<file path="config.mk">
export PLATFORM = sky130hd
export DESIGN_NAME = rf_write_arbiter
export DESIGN_NICKNAME = d
export VERILOG_FILES = /design/src/rtl/rf_write_arbiter_pkg.sv /design/src/rtl/rf_write_arbiter.sv
export SDC_FILE = /design/constraint.sdc
export NUM_CORES = 1
export LEC_CHECK = 0
export CORE_MARGIN = 10
export CORE_UTILIZATION = 42
export CTS_CLUSTER_DIAMETER = 200
export DETAILED_ROUTE_END_ITERATION = 16
export PLACE_DENSITY = 0.84
export REMOVE_ABC_BUFFERS = 1
export SLEW_MARGIN = 20
export SYNTH_ARGS = -nofsm -noshare
export SYNTH_HDL_FRONTEND = slang
export SYNTH_SLANG_ARGS = --single-unit
</file>
<file path="constraint.sdc">
create_clock -name clk -period 5.6 [get_ports clk]
set_input_delay 1.12 -clock clk [delete_from_list [all_inputs] [get_ports clk]]
set_output_delay 1.12 -clock clk [all_outputs]
set_load 0.02 [all_outputs]
</file>
<file path="src/rtl/rf_write_arbiter_pkg.sv">
// Shared constants and grant-source encoding for the register-file write
// arbiter.
//   RF_DATA_W   : default register data width
//   RF_ADDR_W   : default register index width
//   RF_MAX_WAIT : default number of consecutive lost cycles before a freeze
//   gnt_e       : which requester owns the write port this cycle
package rf_write_arbiter_pkg;

    localparam int RF_DATA_W   = 16;
    localparam int RF_ADDR_W   = 4;
    localparam int RF_MAX_WAIT = 4;

    typedef enum logic [1:0] {
        GNT_NONE = 2'd0,
        GNT_WB   = 2'd1,
        GNT_BUF  = 2'd2
    } gnt_e;

endpackage

</file>
<file path="src/rtl/rf_write_arbiter.sv">
// Arbitrates the single register-file write port between the in-order WB
// stage (priority) and a multicycle unit whose result is parked in a one-entry
// hold buffer. A starvation counter raises a one-cycle freeze so the parked
// result is forced in after MAX_WAIT consecutive lost cycles.
//
// Ports:
//   clk        : clock, rising edge
//   rest       : asynchronous active-high reset
//   wb_we      : WB write request
//   wb_rd      : WB destination register
//   wb_data    : WB write data
//   mc_valid   : multicycle result valid
//   mc_rd      : multicycle destination register
//   mc_data    : multicycle result data
//   mc_ready   : hold buffer empty, a multicycle result can be accepted
//   rf_we      : register-file write enable
//   rf_addr    : register-file write address
//   rf_data    : register-file write data
//   freeze_out : registered pipeline freeze request
//
// Grant source | meaning
// GNT_NONE     | write port idle
// GNT_WB       | WB stage writes this cycle
// GNT_BUF      | hold buffer drains this cycle
module rf_write_arbiter
    import rf_write_arbiter_pkg::*;
#(
    parameter int DATA_W   = RF_DATA_W,
    parameter int ADDR_W   = RF_ADDR_W,
    parameter int MAX_WAIT = RF_MAX_WAIT
) (
    input  logic              clk,
    input  logic              rest,
    input  logic              wb_we,
    input  logic [ADDR_W-1:0] wb_rd,
    input  logic [DATA_W-1:0] wb_data,
    input  logic              mc_valid,
    input  logic [ADDR_W-1:0] mc_rd,
    input  logic [DATA_W-1:0] mc_data,
    output logic              mc_ready,
    output logic              rf_we,
    output logic [ADDR_W-1:0] rf_addr,
    output logic [DATA_W-1:0] rf_data,
    output logic              freeze_out
);

    localparam int CNT_W = $clog2(MAX_WAIT + 1);

    logic              buf_v, buf_v_n;
    logic [ADDR_W-1:0] buf_rd, buf_rd_n;
    logic [DATA_W-1:0] buf_data, buf_data_n;
    logic [CNT_W-1:0]  cnt, cnt_n;
    logic              freeze_q, freeze_n;
    gnt_e              gnt;
    logic              buf_lost;

    // State register
    always_ff @(posedge clk or posedge rest) begin
        if (rest) begin
            buf_v    <= 1'b0;
            buf_rd   <= '0;
            buf_data <= '0;
            cnt      <= '0;
            freeze_q <= 1'b0;
        end else begin
            buf_v    <= buf_v_n;
            buf_rd   <= buf_rd_n;
            buf_data <= buf_data_n;
            cnt      <= cnt_n;
            freeze_q <= freeze_n;
        end
    end

    // Grant and next-state
    always_comb begin
        gnt        = GNT_NONE;
        buf_v_n    = buf_v;
        buf_rd_n   = buf_rd;
        buf_data_n = buf_data;
        cnt_n      = '0;
        freeze_n   = 1'b0;

        // Gating on rest keeps the write port quiet while reset is held,
        // even if the WB stage still presents a request.
        if (rest)
            gnt = GNT_NONE;
        else if (freeze_q)
            gnt = buf_v ? GNT_BUF : GNT_NONE;
        else if (wb_we)
            gnt = GNT_WB;
        else if (buf_v)
            gnt = GNT_BUF;

        buf_lost = buf_v && (gnt != GNT_BUF);

        // mc_ready is !buf_v, so a handshake can only land in an empty buffer
        // and never collides with a drain in the same cycle.
        if (buf_v) begin
            if (gnt == GNT_BUF)
                buf_v_n = 1'b0;
        end else if (mc_valid) begin
            buf_v_n    = 1'b1;
            buf_rd_n   = mc_rd;
            buf_data_n = mc_data;
        end

        if (buf_lost) begin
            if (cnt != CNT_W'(MAX_WAIT))
                cnt_n = cnt + 1'b1;
            else
                cnt_n = cnt;
        end

        freeze_n = buf_lost && (cnt == CNT_W'(MAX_WAIT - 1));
    end

    // Outputs
    always_comb begin
        rf_we      = 1'b0;
        rf_addr    = '0;
        rf_data    = '0;
        mc_ready   = !buf_v;
        freeze_out = freeze_q;
        case (gnt)
            GNT_WB: begin
                rf_we   = 1'b1;
                rf_addr = wb_rd;
                rf_data = wb_data;
            end
            GNT_BUF: begin
                rf_we   = 1'b1;
                rf_addr = buf_rd;
                rf_data = buf_data;
            end
            default: ;
        endcase
    end

endmodule
</file>
==> results_dict.tcl <==
# flow metrics
set metrics [dict create \
    io_buffers 66 \
    first_global_vias 1179 \
    num_antenna_cells 0 \
    dpl_cell_area_sq_mm 0.00199 \
    ff2ff_path_depth 5 \
    grt_overflow 0 \
    finalSetupViolCount 0 \
    hold_path.class "reg2reg" \
    status "finished, final reports clean" \
    r2r_slack_ns 3.76 \
    async_flop_share_pct 100 \
    syn-instance-count 122 \
    ir_drop_uv 221 \
    cts_buffers 3 \
    htree_levels 1 \
    crit_end "rf_data[15]" \
    worstMarginPinSlew_ns 1.02 \
    routedWlPerCell_um 16.0 \
    largest_reg_flops 16 \
    well_tap_count 44 \
    top_layer "met4" \
    crit_slowest_cell "ha_1" \
    nNonClkInverters 7 \
    reg_top3 "buf_data (16), buf_rd (4), cnt (3)" \
    edf_count 0 \
    internal_power_mw 0.477 \
    post-synth-top-area-cell "dfrtp_1" \
    buf_share_pct 33.1 \
    powerDensity_mw_per_mm2 360 \
    die_h_um 76.1 \
    fill_cells 253 \
    finalPower_mw 0.727 \
    switching_power_mw 0.251 \
    drt-vias-per-instance 4.98 \
    fa_ha_area_share_pct 4.74 \
    hpwl_mm 2.97 \
    fin_skew_ns 0.0124 \
    clock_tree.root_cell "clkbuf_4" \
    finalNetCount 235 \
    worstSetupPathType "in2out" \
    drv_slew 0 \
    regMostFlops "buf_data" \
    rsz0062_at_grt "no" \
]
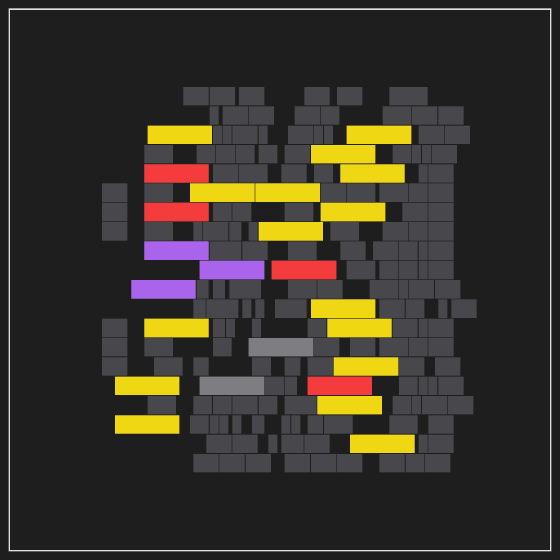
(where the registers sit)
Other sequential cells in the stronger grey, the rest of the logic in the fainter grey.
legend:
  purple:
    signal: cnt
    sequential_cells: 3
  red:
    signal: buf_rd
    sequential_cells: 4
    where: centre
  yellow:
    signal: buf_data
    sequential_cells: 16
not coloured: 2

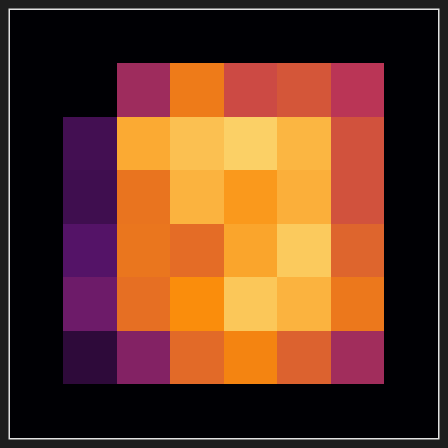
(cell density map)
8 x 8 tiles, from black (low) to pale yellow (high), 0 to 100% covered.
mean over tiles: 34%
tiles over 75% full: 19%
fullest tile: 90%
nearly empty tiles: 45%
densest ninth of the die: centre
Initial Util: 43.6%
post-route core utilization: 66.7%
Core ar.: 0.00303 sq mm

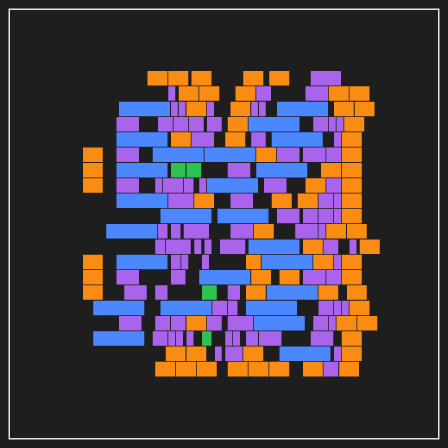
(placement by cell class)
legend:
  orange:
    class: remaining buffers and delay cells
    cells: 67
  blue:
    class: sequential cells
    cells: 25
  green:
    class: clock drivers and dummy loads
    cells: 4
  purple:
    class: combinational and other logic
    cells: 89
flop share of the area: 31.0%
Cell Rows: 20
Final Cell Area: 0.00202 sq mm

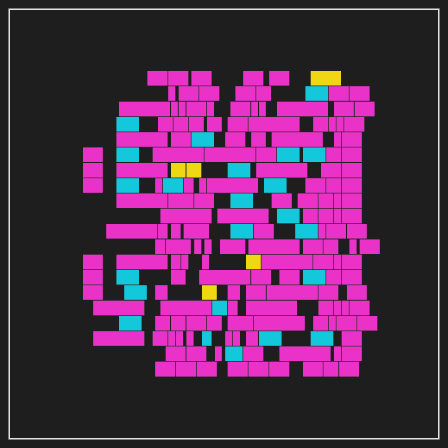
(sizing map)
legend:
  cyan:
    size: _2 cells
    cells: 23
  yellow:
    size: _3 and _4 cells
    cells: 5
  magenta:
    size: _0 and _1 cells
    cells: 157

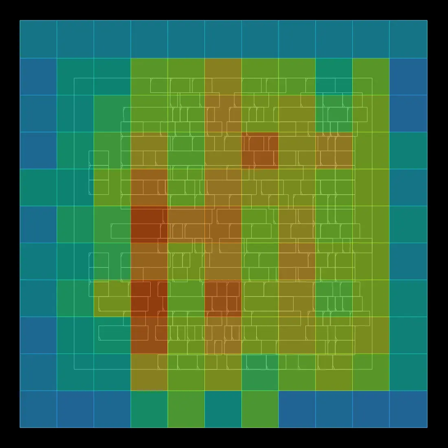
(routing congestion)
most used routing layer: met2
met2 Usage GRT: 20.7%
met1 Track Usage GR: 15.5%
met3 usage: 1.89%

